[src/rtl/ddr2_ctrl_pkg.sv]
// Shared constants and types for the DDR2 HP controller refresh path.
// CSR map, scheduler states and default timing values.
package ddr2_ctrl_pkg;

    localparam logic [1:0] CSR_CTRL   = 2'd0;
    localparam logic [1:0] CSR_TREFI  = 2'd1;
    localparam logic [1:0] CSR_TRFC   = 2'd2;
    localparam logic [1:0] CSR_STATUS = 2'd3;

    typedef enum logic [1:0] {
        ST_IDLE = 2'd0,
        ST_REQ  = 2'd1,
        ST_HOLD = 2'd2
    } state_e;

    localparam int TREFI_DEFAULT_C = 1170;
    localparam int TRFC_DEFAULT_C  = 16;
    localparam int MAX_POSTPONE_C  = 8;
    localparam int URGENT_LEVEL_C  = 6;
    localparam int CNT_BITS_C      = 16;

    // Hold lasts max(trfc,1) clks, so the counter starts one below.
    function automatic logic [6:0] hold_load(input logic [6:0] trfc);
        return (trfc == 7'd0) ? 7'd0 : trfc - 7'd1;
    endfunction

endpackage

[src/rtl/ddr2_interval_timer.sv]
// Loadable down-counter; tc pulses at zero and the count reloads.
// Used for both the refresh interval and the post-refresh hold-off.
module ddr2_interval_timer #(
    parameter int             W       = 16,
    parameter logic [W-1:0]   RST_VAL = '0
) (
    input  logic         clk,
    input  logic         reset,
    input  logic         en,
    input  logic         load,
    input  logic [W-1:0] load_val,
    output logic         tc
);

    logic [W-1:0] count_q;
    logic [W-1:0] count_d;

    assign tc = en & ~load & (count_q == '0);

    always_comb begin
        count_d = count_q;
        if (load || tc) begin
            count_d = load_val;
        end else if (en) begin
            count_d = count_q - W'(1);
        end
    end

    always_ff @(posedge clk) begin
        if (reset) begin
            count_q <= RST_VAL;
        end else begin
            count_q <= count_d;
        end
    end

endmodule

[src/rtl/ddr2_refresh_scheduler.sv]
// Refresh scheduler: programmable tREFI/tRFC, debt-based postponement
// while busy, forced refresh once the debt reaches the urgent level.
module ddr2_refresh_scheduler
    import ddr2_ctrl_pkg::*;
#(
    parameter int TREFI_DEFAULT = TREFI_DEFAULT_C,
    parameter int TRFC_DEFAULT  = TRFC_DEFAULT_C,
    parameter int MAX_POSTPONE  = MAX_POSTPONE_C,
    parameter int URGENT_LEVEL  = URGENT_LEVEL_C,
    parameter int CNT_BITS      = CNT_BITS_C
) (
    input  logic        clk,
    input  logic        reset,
    input  logic        init_done,
    input  logic        busy,
    input  logic        cfg_wr,
    input  logic [1:0]  cfg_addr,
    input  logic [15:0] cfg_wdata,
    output logic [15:0] cfg_rdata,
    output logic        refresh_req,
    input  logic        refresh_ack,
    output logic [3:0]  debt,
    output logic        overflow
);

    localparam logic [CNT_BITS-1:0] TWO = CNT_BITS'(2);

    logic                enable_q, enable_d;
    logic [CNT_BITS-1:0] trefi_q, trefi_d;
    logic [6:0]          trfc_q, trfc_d;
    logic [3:0]          debt_q, debt_d;
    logic                overflow_q, overflow_d;
    logic                req_q, req_d;
    logic [15:0]         rdata_q, rdata_d;
    state_e              state_q, state_d;

    logic                tick, hold_done, ack_acc;
    logic                ovf_set, ovf_clr, sat;
    logic [CNT_BITS-1:0] wtrefi;

    assign ack_acc = (state_q == ST_REQ) & refresh_ack;
    assign sat     = (debt_q == 4'(MAX_POSTPONE));
    assign wtrefi  = cfg_wdata[CNT_BITS-1:0];

    ddr2_interval_timer #(
        .W       (CNT_BITS),
        .RST_VAL (CNT_BITS'(TREFI_DEFAULT - 1))
    ) u_refi (
        .clk      (clk),
        .reset    (reset),
        .en       (init_done & enable_q),
        .load     (~init_done),
        .load_val (trefi_q - CNT_BITS'(1)),
        .tc       (tick)
    );

    ddr2_interval_timer #(
        .W       (7),
        .RST_VAL (7'd0)
    ) u_rfc (
        .clk      (clk),
        .reset    (reset),
        .en       (state_q == ST_HOLD),
        .load     (ack_acc),
        .load_val (hold_load(trfc_q)),
        .tc       (hold_done)
    );

    always_comb begin
        enable_d = enable_q;
        trefi_d  = trefi_q;
        trfc_d   = trfc_q;
        ovf_clr  = 1'b0;
        if (cfg_wr) begin
            unique case (cfg_addr)
                CSR_CTRL: begin
                    enable_d = cfg_wdata[0];
                    ovf_clr  = cfg_wdata[8];
                end
                CSR_TREFI: trefi_d = (wtrefi < TWO) ? TWO : wtrefi;
                CSR_TRFC:  trfc_d  = cfg_wdata[6:0];
                default:   ;
            endcase
        end
        unique case (cfg_addr)
            CSR_CTRL:  rdata_d = {7'd0, overflow_q, 7'd0, enable_q};
            CSR_TREFI: rdata_d = 16'(trefi_q);
            CSR_TRFC:  rdata_d = {9'd0, trfc_q};
            default:   rdata_d = {10'd0, state_q, debt_q};
        endcase
    end

    // A tick and an accepted ack in the same clk cancel out.
    always_comb begin
        debt_d  = debt_q;
        ovf_set = 1'b0;
        if (!init_done) begin
            debt_d = 4'd0;
        end else if (tick && !ack_acc) begin
            if (sat) ovf_set = 1'b1;
            else     debt_d  = debt_q + 4'd1;
        end else if (ack_acc && !tick) begin
            debt_d = debt_q - 4'd1;
        end
        overflow_d = (overflow_q & ~ovf_clr) | ovf_set;
    end

    always_comb begin
        state_d = state_q;
        if (!init_done) begin
            state_d = ST_IDLE;
        end else begin
            unique case (state_q)
                ST_IDLE: if (enable_q && debt_q != 4'd0 &&
                             (!busy || debt_q >= 4'(URGENT_LEVEL)))
                             state_d = ST_REQ;
                ST_REQ:  if (refresh_ack) state_d = ST_HOLD;
                ST_HOLD: if (hold_done) state_d = ST_IDLE;
                default: state_d = ST_IDLE;
            endcase
        end
        req_d = (state_d == ST_REQ);
    end

    always_ff @(posedge clk) begin
        if (reset) begin
            enable_q   <= 1'b1;
            trefi_q    <= CNT_BITS'(TREFI_DEFAULT);
            trfc_q     <= 7'(TRFC_DEFAULT);
            debt_q     <= 4'd0;
            overflow_q <= 1'b0;
            req_q      <= 1'b0;
            rdata_q    <= 16'd0;
            state_q    <= ST_IDLE;
        end else begin
            enable_q   <= enable_d;
            trefi_q    <= trefi_d;
            trfc_q     <= trfc_d;
            debt_q     <= debt_d;
            overflow_q <= overflow_d;
            req_q      <= req_d;
            rdata_q    <= rdata_d;
            state_q    <= state_d;
        end
    end

    assign cfg_rdata   = rdata_q;
    assign refresh_req = req_q;
    assign debt        = debt_q;
    assign overflow    = overflow_q;

endmodule

[config.mk]
export PLATFORM = sky130hd
export DESIGN_NAME = ddr2_refresh_scheduler
export DESIGN_NICKNAME = d
export VERILOG_FILES = /design/src/rtl/ddr2_ctrl_pkg.sv /design/src/rtl/ddr2_interval_timer.sv /design/src/rtl/ddr2_refresh_scheduler.sv
export SDC_FILE = /design/constraint.sdc
export NUM_CORES = 1
export LEC_CHECK = 0
export CORE_ASPECT_RATIO = 1.1
export CORE_UTILIZATION = 55
export CTS_BUF_LIST = sky130_fd_sc_hd__clkbuf_2
export DETAILED_ROUTE_END_ITERATION = 8
export GPL_TIMING_DRIVEN = 0
export PLACE_DENSITY = 0.79
export SETUP_SLACK_MARGIN = 0.05
export SYNTH_ARGS = -nofsm -noshare
export SYNTH_HDL_FRONTEND = slang
export SYNTH_HIERARCHICAL = 1
export SYNTH_SLANG_ARGS = --single-unit
[constraint.sdc]
create_clock -name clk -period 3.6 [get_ports clk]
set_input_delay 0.54 -clock clk [delete_from_list [all_inputs] [get_ports clk]]
set_output_delay 0.54 -clock clk [all_outputs]
set_load 0.005 [all_outputs]
==> flow_summary.yaml, run 1 <==
# synthesis and place-and-route metrics
status:
  outcome: "finished clean"
cts:
  cts_made_buffers: 9
  numClockSinks: 71
  clkLatencyLatePin_ns: 0.53
  htreeDepth: 3
  clk_pin_slew_ns: 0.22
yosys:
  fa_ha_area_share_pct: 2.51
  ff_type: "dfxtp_1"
  muxShareOfSynthArea_pct: 4.42
  ys_ff: 71
  xor_area_share_pct: 8.31
  logic_family: "simple AND/OR/NAND/NOR gates"
  avgSynthCellArea_um2: 8.59
  yosysWarnings: 6
  synth_cells: 442
  ys_seq_share_pct: 37.5
  yosys_area_um2: 3790
  async_flop_share_pct: 0
final_timing:
  slew_violations: 0
  tns_ns: 0
  tightest_slew_ns: 0.730
  worst_clock_skew_ns: 0.0321
  timing_hold_violations_final: 0
  fin_hold_ws_ns: 0.513
  layout_min_cycle_time_ns: 3.19
  fin_ws_ns: 0.408
  rsz0062_at_grt: "false"
  finalClockPeriodUsage_pct: 88.7
power_and_ir_drop:
  leakage_uw: 0.00171
  peakVddDrop_uv: 207
  finalPower_uw: 1510
  power_density_nw_per_um2: 339
worst_setup_path:
  rr_worst_depth: 11
  reg2reg_from: "enable_q"
  crit_chain: "clkdlybuf4s50_1 > and2_1 > clkbuf_1 > nand3b_1 > nor4b_4 > and2_2 > nand2_1 > ha_1 > nand3_1 > and2_1 > a221oi_1 > a211oi_1"
  cp_slowest_cell: "clkdlybuf4s50_1"
  cpMostUsedCell: "and2_1"
hold_path:
  worstHoldStart: "u_rfc/count_q[6]"
  min_to: "u_rfc/count_q[6]"
  hold_class: "reg -> reg"
flow_run:
  maxCapViolations: 0
final_layout:
  seq_share_pct: 31.8
  diodes: 0
  largest_class: "logic gates"
  sh_comb_area_pct: 49.0
  nFillCells: 577
  final_layout_size_suffix_gt1_share_pct: 11.1
  ff_count: 71
  final_nets: 529
  nClkBuffers: 9
  multi_input_comb_cells: 332
  lay_top_count: "dfxtp_1"
route:
  via_per_inst: 5.57
  routed_wirelength_mm: 8.67
  wl_met2_mm: 4.20
  via_count: 3260
  wl_per_cell_um: 14.8
floorplanning:
  fp_util_pct: 57.2
  nWellTaps: 82
grt:
  globalRouteMet3Util_pct: 4.49
  antenna_found_initial: 0
  gr-usage-all-layers_pct: 25.9
  gr-usage-met2_pct: 43.7
  grt.overflow.total: 0
  grt_start_max_net_pins: 15
  grt_pass1_wl_mm: 14.2
placed_design:
  post-place-ws_ns: -0.155
  dp.cells: 569
## run 1: synth_stat cells (2+ instances only)
| cell | n | area [um2] |
|---|---|---|
| buf_6 | 4 | 45.0 |
| nor3_2 | 4 | 40.0 |
| o21bai_1 | 2 | 15.0 |
| and3_1 | 2 | 12.5 |
| xor2_1 | 24 | 210 |
| nor4_1 | 9 | 56.3 |
| o31ai_1 | 2 | 15.0 |
| xnor2_1 | 12 | 105 |
| nor4b_4 | 2 | 47.6 |
| or4_4 | 3 | 33.8 |
| nor3b_1 | 3 | 22.5 |
| or4b_1 | 2 | 20.0 |
| nor3_1 | 16 | 80.1 |
| ha_1 | 6 | 75.1 |
| a211o_1 | 3 | 26.3 |
| nor2b_1 | 5 | 31.3 |
| a22oi_1 | 5 | 37.5 |
| a211oi_1 | 5 | 37.5 |
| a21oi_1 | 28 | 140 |
| nor2_1 | 66 | 248 |
| inv_1 | 16 | 60.1 |
| clkbuf_1 | 16 | 60.1 |
| nand3_1 | 9 | 45.0 |
| a211oi_2 | 9 | 113 |
| dfxtp_1 | 71 | 1420 |
| nand2b_1 | 5 | 31.3 |
| mux2_2 | 4 | 45.0 |
| buf_2 | 2 | 10.0 |
| nand3b_1 | 6 | 45.0 |
| and2_1 | 14 | 87.6 |
| nand4_1 | 2 | 12.5 |
| mux2i_1 | 10 | 100 |
| nand2_1 | 49 | 184 |
| o21ai_0 | 4 | 20.0 |
## run 1: cell families after synthesis
group	Yosys count
flops	71
mux	15
buf+inv	39
xor+xnor	36
fa+ha+maj	7
simple gates	208
compound gates	66
## run 1: report_power, final
| part | internal (uW) | switching (uW) |
|---|---|---|
| clock network | 169 | 322 |
| registers | 811 | 26.2 |
| logic | 87.6 | 97.4 |
| total | 1070 | 445 |
run_1/port_nets.png
Bar = 20 um.
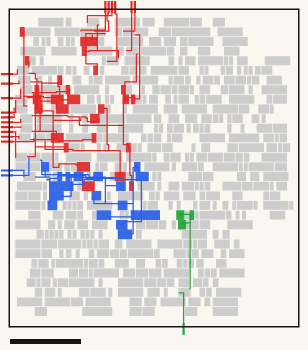
port	colour	bits	direction	edge	end cells	buffers	wire
cfg_addr	blue	2	input	left	19	4	174 um
cfg_wdata	red	16	input	10 left, 6 top	28	16	523 um
init_done	green	1	input	bottom	3	1	37.5 um
Top-Level Pins: 46
IO Port Bufs: 45

run_1/hierarchy.png
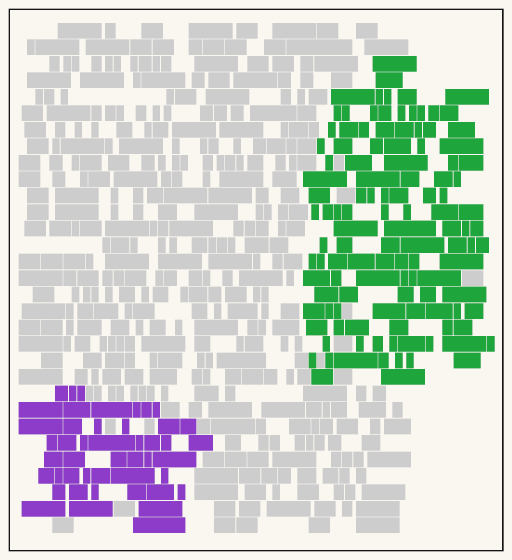
instance	colour	cells
u_rfc	purple	46
u_refi	green	117
not coloured	340
die area: 7240 um2
Final Util: 67.4%
non-filler cells in the finished layout: 585

run_1/pdn.png
Bar = 20 um. Pins as bars on the die edge. Tap cells in grey.
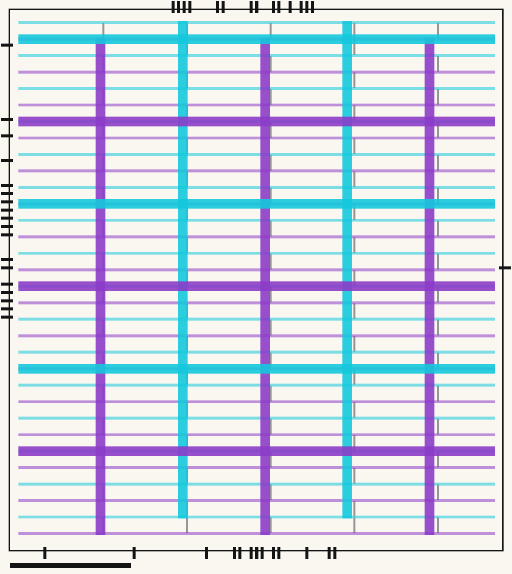
net	colour
VDD	cyan
VSS	purple
met5 straps	6
signal pins	46
Die Ht: 89.1 um
Die Wd: 81.2 um

run_1/registers.png
Bar = 20 um.
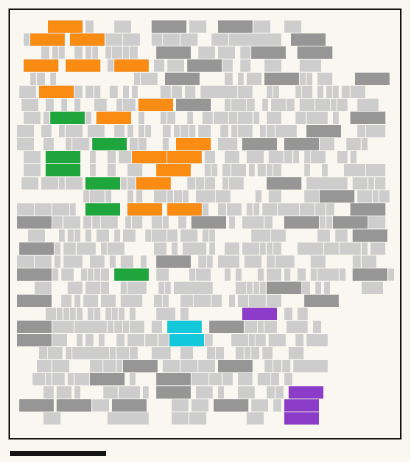

==> inputs of run 2 (changes only) <==
--- a/config.mk
+++ b/config.mk
@@ -5,12 +5,14 @@
 export SDC_FILE = /design/constraint.sdc
 export NUM_CORES = 1
 export LEC_CHECK = 0
+export ABC_AREA = 1
 export CORE_ASPECT_RATIO = 1.1
 export CORE_UTILIZATION = 55
 export CTS_BUF_LIST = sky130_fd_sc_hd__clkbuf_2
 export DETAILED_ROUTE_END_ITERATION = 8
+export GPL_ROUTABILITY_DRIVEN = 0
 export GPL_TIMING_DRIVEN = 0
-export PLACE_DENSITY = 0.79
+export PLACE_DENSITY = 0.78
 export SETUP_SLACK_MARGIN = 0.05
 export SYNTH_ARGS = -nofsm -noshare
 export SYNTH_HDL_FRONTEND = slang
run_2/registers.png
Bar = 20 um.
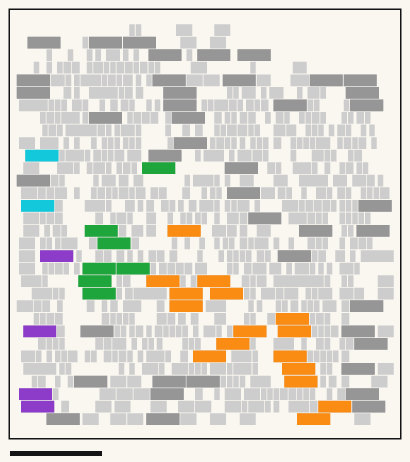
netlist name	colour	flops
trfc_q	green	7
state_q	cyan	2
trefi_q	orange	16
debt	purple	4
not coloured	42
flop share of the area: 29.7%
Register Area: 1420 um2
Seq. pwr: 844 uW

==> flow_summary.yaml, run 2 <==
# synthesis and place-and-route metrics
power_and_ir_drop:
  leakage_uw: 0.00219
  peakVddDrop_uv: 173
  p_clk_share_pct: 29.2
  comb_power_share_pct: 15.9
  power_density_nw_per_um2: 321
  intPower_uw: 1070
  switching_share_pct: 30.5
floorplanning:
  die_w_um: 84.5
  io_pins: 46
  dieHeight_um: 92.8
  die_area_um2: 7840
yosys:
  largest_area_cell: "dfxtp_1"
  yosysWarnings: 6
  ff_type: "dfxtp_1"
  yosys.area.top_type_share_pct: 34.5
  area_leaders: "dfxtp_1 35%, nand2_1 13%, inv_1 8.2%"
  fa_ha_area_share_pct: 2.31
  ys_seq_share_pct: 34.5
  ys_ff: 71
  xor_area_share_pct: 5.96
  logic_family: "simple AND/OR/NAND/NOR gates"
  async_flop_share_pct: 0
  top_cell: "nand2_1"
  synth_cells: 608
  yosys-top-cells-count: "140 x nand2_1, 90 x inv_1, 86 x nor2_1"
  yosys_area_um2: 4120
grt:
  grt_pass1_wl_mm: 17.0
  grt.overflow.total: 0
  gr-usage-all-layers_pct: 27.2
  grt_start_max_net_pins: 13
  antenna_found_initial: 0
final_layout:
  mostFrequentLayoutCells: "140 x nand2_1, 90 x inv_1, 86 x nor2_1"
  lay_top_count: "nand2_1"
  diodes: 0
  utilization_pct: 67.1
  final_layout_size_suffix_gt1_share_pct: 9.42
  nFillCells: 631
final_timing:
  fmax_mhz: 415
  timing_hold_violations_final: 0
  tns_ns: 0
  finalClockPeriodUsage_pct: 66.9
  layout_min_cycle_time_ns: 2.41
  fin_ws_ns: 1.19
  fin_hold_ws_ns: 0.501
  slew_violations: 0
  worst_clock_skew_ns: 0.0217
route:
  via_count: 4052
  drcViolationCount: 1
  wl_per_cell_um: 13.4
  routed_wirelength_mm: 10.1
  via_per_inst: 5.37
hold_path:
  min_to: "trefi_q[13]"
  hold_class: "reg -> reg"
  worstHoldStart: "trefi_q[13]"
worst_setup_path:
  cp_slowest_cell: "clkdlybuf4s50_1"
  cpMostUsedCell: "nand3_1"
  crit_chain: "clkdlybuf4s50_1 > inv_1 > inv_2 > nand3_1 > nor2_2 > nand3_4 > inv_1 > nand2_1 > ha_1 > nand3_1 > nand3_1 > nand3_1 > nand2_1 > nor2_1 > nor2_1"
  reg2reg_from: "u_refi/count_q[0]"
  rr_worst_depth: 14
status:
  violations: "DRC"
  outcome: "finished with violations"
cts:
  numClockSinks: 71
  clkLatencyLatePin_ns: 0.51
  htreeDepth: 3
  clk_pin_slew_ns: 0.20
  cts_made_buffers: 9
flow_run:
  maxCapViolations: 0
placed_design:
  io_buffers: 45
-- run 2: cell count changes in the layout (fill, tap and decap cells not counted), moves of 9 or more --
cell      previous run  this run
and2_1              14         0
clkbuf_1            16         3
inv_1               16        90
mux2i_1             10         0
nand2_1             49       140
nand3_1              9        40
nor2_1              66        86
nor4_1               9         0
o211ai_1             0         9
o21ai_0              4        26
-- run 2: how the worst max path moves through the flow --
stage / startpoint / slack (ns) / endpoint / cells after the start
after floorplan: init_done / 1.54 / debt[3] / 15
after global placement: init_done / 0.77 / debt[3] / 16
after detailed placement: init_done / 0.70 / debt[3] / 16
after CTS: init_done / 1.25 / debt[3] / 16
after global routing: init_done / 1.06 / debt[3] / 16
final: init_done / 1.19 / debt[3] / 15
-- run 2: area by class of cell --
type,count,area (um2),area share [%]
buffer,10,66.3,1.39
timing repair buffer,45,450,9.42
clock inverter,7,63.8,1.33
clock buffer,9,45.0,0.942
sequential,71,1420,29.7
multi-input combinational,426,2230,46.7
inverter,101,397,8.29
tap,85,106,2.22
-- run 2: metal layers --
layer  track usage (%)  vias to the layer above  part of all wire [%]
met3              3.48                       24                   3.8
met4              12.7                        0                   2.8
met5                 0                        -                     0
met2              49.7                      109                    50
met1              31.5                     1888                    43
li1                  -                     2031                     -
-- run 2: power groups by stage --
stage / Clock [uW] / Combinational, uW / Sequential (uW)
2_1_floorplan: 0 / 162 / 852
3_3_place_gp: 0 / 236 / 858
3_5_place_dp: 0 / 240 / 859
4_1_cts: 454 / 242 / 843
5_1_grt: 485 / 274 / 847
6_report: 449 / 244 / 844
-- run 2: metrics by stage --
stage	power (uW)	instances	instance area [um2]
finish	1540	754	4780
CTS	1540	754	4780
global placement	1090	738	4670
global route	1610	754	4780
detailed placement	1100	738	4670
floorplan	1010	608	4120
run_2/hierarchy.png
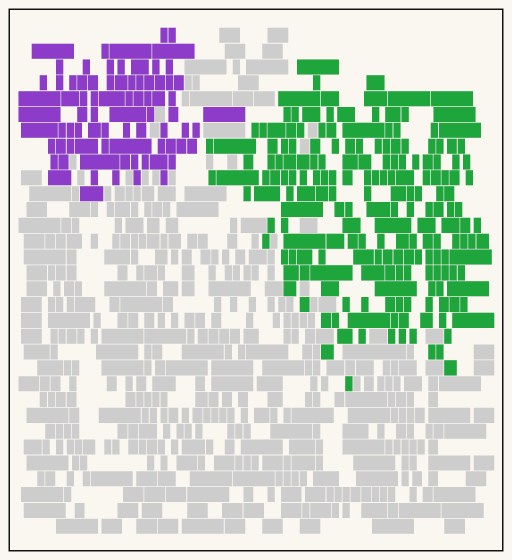

==> inputs of run 3 (changes only) <==
==> constraint.sdc (replaced) <==
create_clock -name clk -period 2.4 [get_ports clk]
set_input_delay 0.36 -clock clk [delete_from_list [all_inputs] [get_ports clk]]
set_output_delay 0.36 -clock clk [all_outputs]
set_load 0.005 [all_outputs]
run_3/hierarchy.png
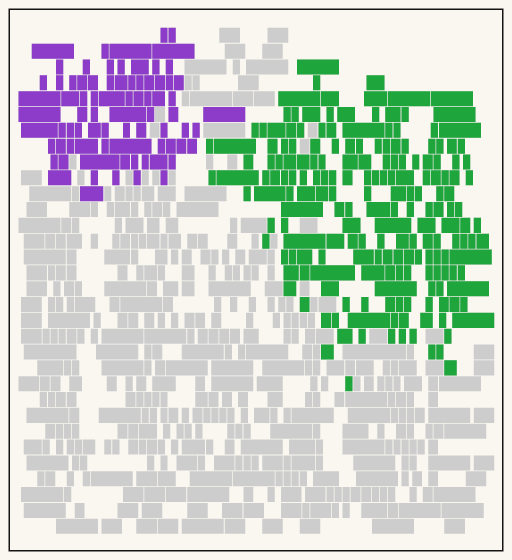
instance	colour	cells
u_rfc	purple	78
u_refi	green	189
non-filler cells in the finished layout: 754
Final Util: 67.4%

==> flow_summary.yaml, run 3 <==
# synthesis and place-and-route metrics
route:
  via_per_inst: 5.35
  routed_wirelength_mm: 10.1
  via_count: 4037
  drcViolationCount: 1
yosys:
  largest_area_cell: "dfxtp_1"
  ys_seq_share_pct: 34.5
  ff_type: "dfxtp_1"
  area_leaders: "dfxtp_1 35%, nand2_1 13%, inv_1 8.2%"
  yosys.area.top_type_share_pct: 34.5
  yosys-top-cells-count: "140 x nand2_1, 90 x inv_1, 86 x nor2_1"
  yosys_area_um2: 4120
  async_flop_share_pct: 0
  avgSynthCellArea_um2: 6.77
  top_cell: "nand2_1"
  ys_ff: 71
  synth_cells: 608
power_and_ir_drop:
  finalPower_uw: 2310
  power_density_nw_per_um2: 480
  leakage_uw: 0.00219
  peakVddDrop_uv: 264
status:
  violations: "DRC"
  outcome: "finished with violations"
final_timing:
  fmax_mhz: 455
  tns_ns: 0
  finalClockPeriodUsage_pct: 91.6
  fin_ws_ns: 0.202
  slew_violations: 0
  timing_hold_violations_final: 0
  fin_hold_ws_ns: 0.411
  worst_clock_skew_ns: 0.0209
  tightest_slew_ns: 0.540
  layout_min_cycle_time_ns: 2.20
floorplanning:
  row_count: 32
  die_w_um: 84.5
  io_pins: 46
  fp_util_pct: 57.8
  dieHeight_um: 92.8
  die_area_um2: 7840
worst_setup_path:
  crit_chain: "nand2_1 > inv_1 > nand3_1 > nor2_2 > nand3_4 > inv_1 > nand2_2 > ha_4 > nand3_1 > nand3_1 > nand3_1 > nand2_1 > nand2_1 > nand2_1 > nor2_1"
  cp_slowest_cell: "dfxtp_1"
  reg2reg_from: "enable_q"
  cp-end-kind: "flip-flop"
  rr_worst_depth: 15
  max_stage_delay_ns: 0.47
final_layout:
  final_layout_size_suffix_gt1_share_pct: 10.0
  lay_top_count: "nand2_1"
  final_nets: 695
  design_area_um2: 4800
  diodes: 0
  mostFrequentLayoutCells: "139 x nand2_1, 90 x inv_1, 86 x nor2_1"
grt:
  antenna_found_initial: 0
  gr-usage-all-layers_pct: 27.2
  grt_pass1_wl_mm: 17.0
  grt.overflow.total: 0
  grt_start_max_net_pins: 13
  first_global_vias: 3878
cts:
  clkLatencyLatePin_ns: 0.52
  cts_made_buffers: 9
  clk_pin_slew_ns: 0.20
  htreeDepth: 3
placed_design:
  dp.cells: 738
  post-place-ws_ns: -0.320
  io_buffers: 45
  dpl_cell_area_um2: 4670
hold_path:
  min_to: "trefi_q[15]"
  hold_class: "in -> reg"
  worstHoldStart: "cfg_wdata[15]"
flow_run:
  maxCapViolations: 0
-- run 3: cell counts after synthesis --
Identical to the previous run, type by type.
-- run 3: cell families (layout without fill, tap and decap cells) --
group / after synthesis / after routing / synth area share [%]
compound gates: 85 / 85 / 12.6
xor+xnor: 28 / 28 / 5.96
simple gates: 306 / 306 / 33.4
buf+inv: 111 / 172 / 11.2
flops: 71 / 71 / 34.5
fa+ha+maj: 7 / 7 / 2.31
-- run 3: layer usage --
metal	GRT usage (%)	part of all wire (%)	wire length, um	vias up
met3	3.48	4.0	401	29
met2	49.7	50	5060	108
met4	12.7	3.1	314	0
li1	-	-	-	2028
met5	0	0	0	-
met1	31.5	43	4310	1872
-- run 3: worst max-delay path by stage --
stage	from	endpoint	depth (start not counted)
after global routing	u_refi/count_q[0]	debt[3]	15
after CTS	u_refi/count_q[0]	debt[3]	15
after global placement	init_done	debt[3]	16
after floorplan	u_refi/count_q[0]	debt[3]	15
final	enable_q	debt[3]	15
after detailed placement	init_done	debt[3]	16
-- run 3: power breakdown --
group          leakage (uW)  internal [uW]  switching [uW]  total [uW]
Sequential         0.000578           1230            40.7        1270
Clock             0.0000667            232             442         674
Combinational       0.00154            148             219         366
-- run 3: final cells by class --
class	count	area [um2]
Buffer	10	66.3
Clock buffer	9	45.0
Clock inverter	7	63.8
Fill cell	626	2320
Inverter	101	397
Multi-Input combinational cell	426	2250
Sequential cell	71	1420
Tap cell	85	106
Timing Repair Buffer	45	450
-- run 3: repair_timing --
action,4_1_cts,5_1_grt
setup endpoints to repair,0,1
hold endpoints to repair,0,0
gates resized,0,4

==> gallery <==
Placement view.
(a)
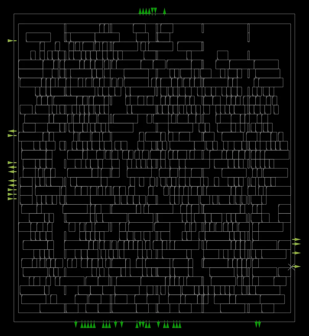
(b)
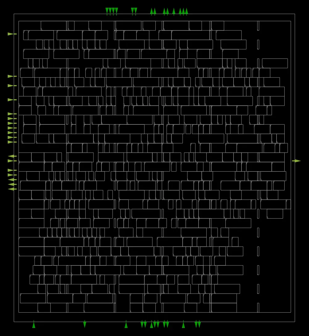
- (b) = run 1
- (a) = run 2

No activity file was given, so power comes from the tool's default toggle rates.
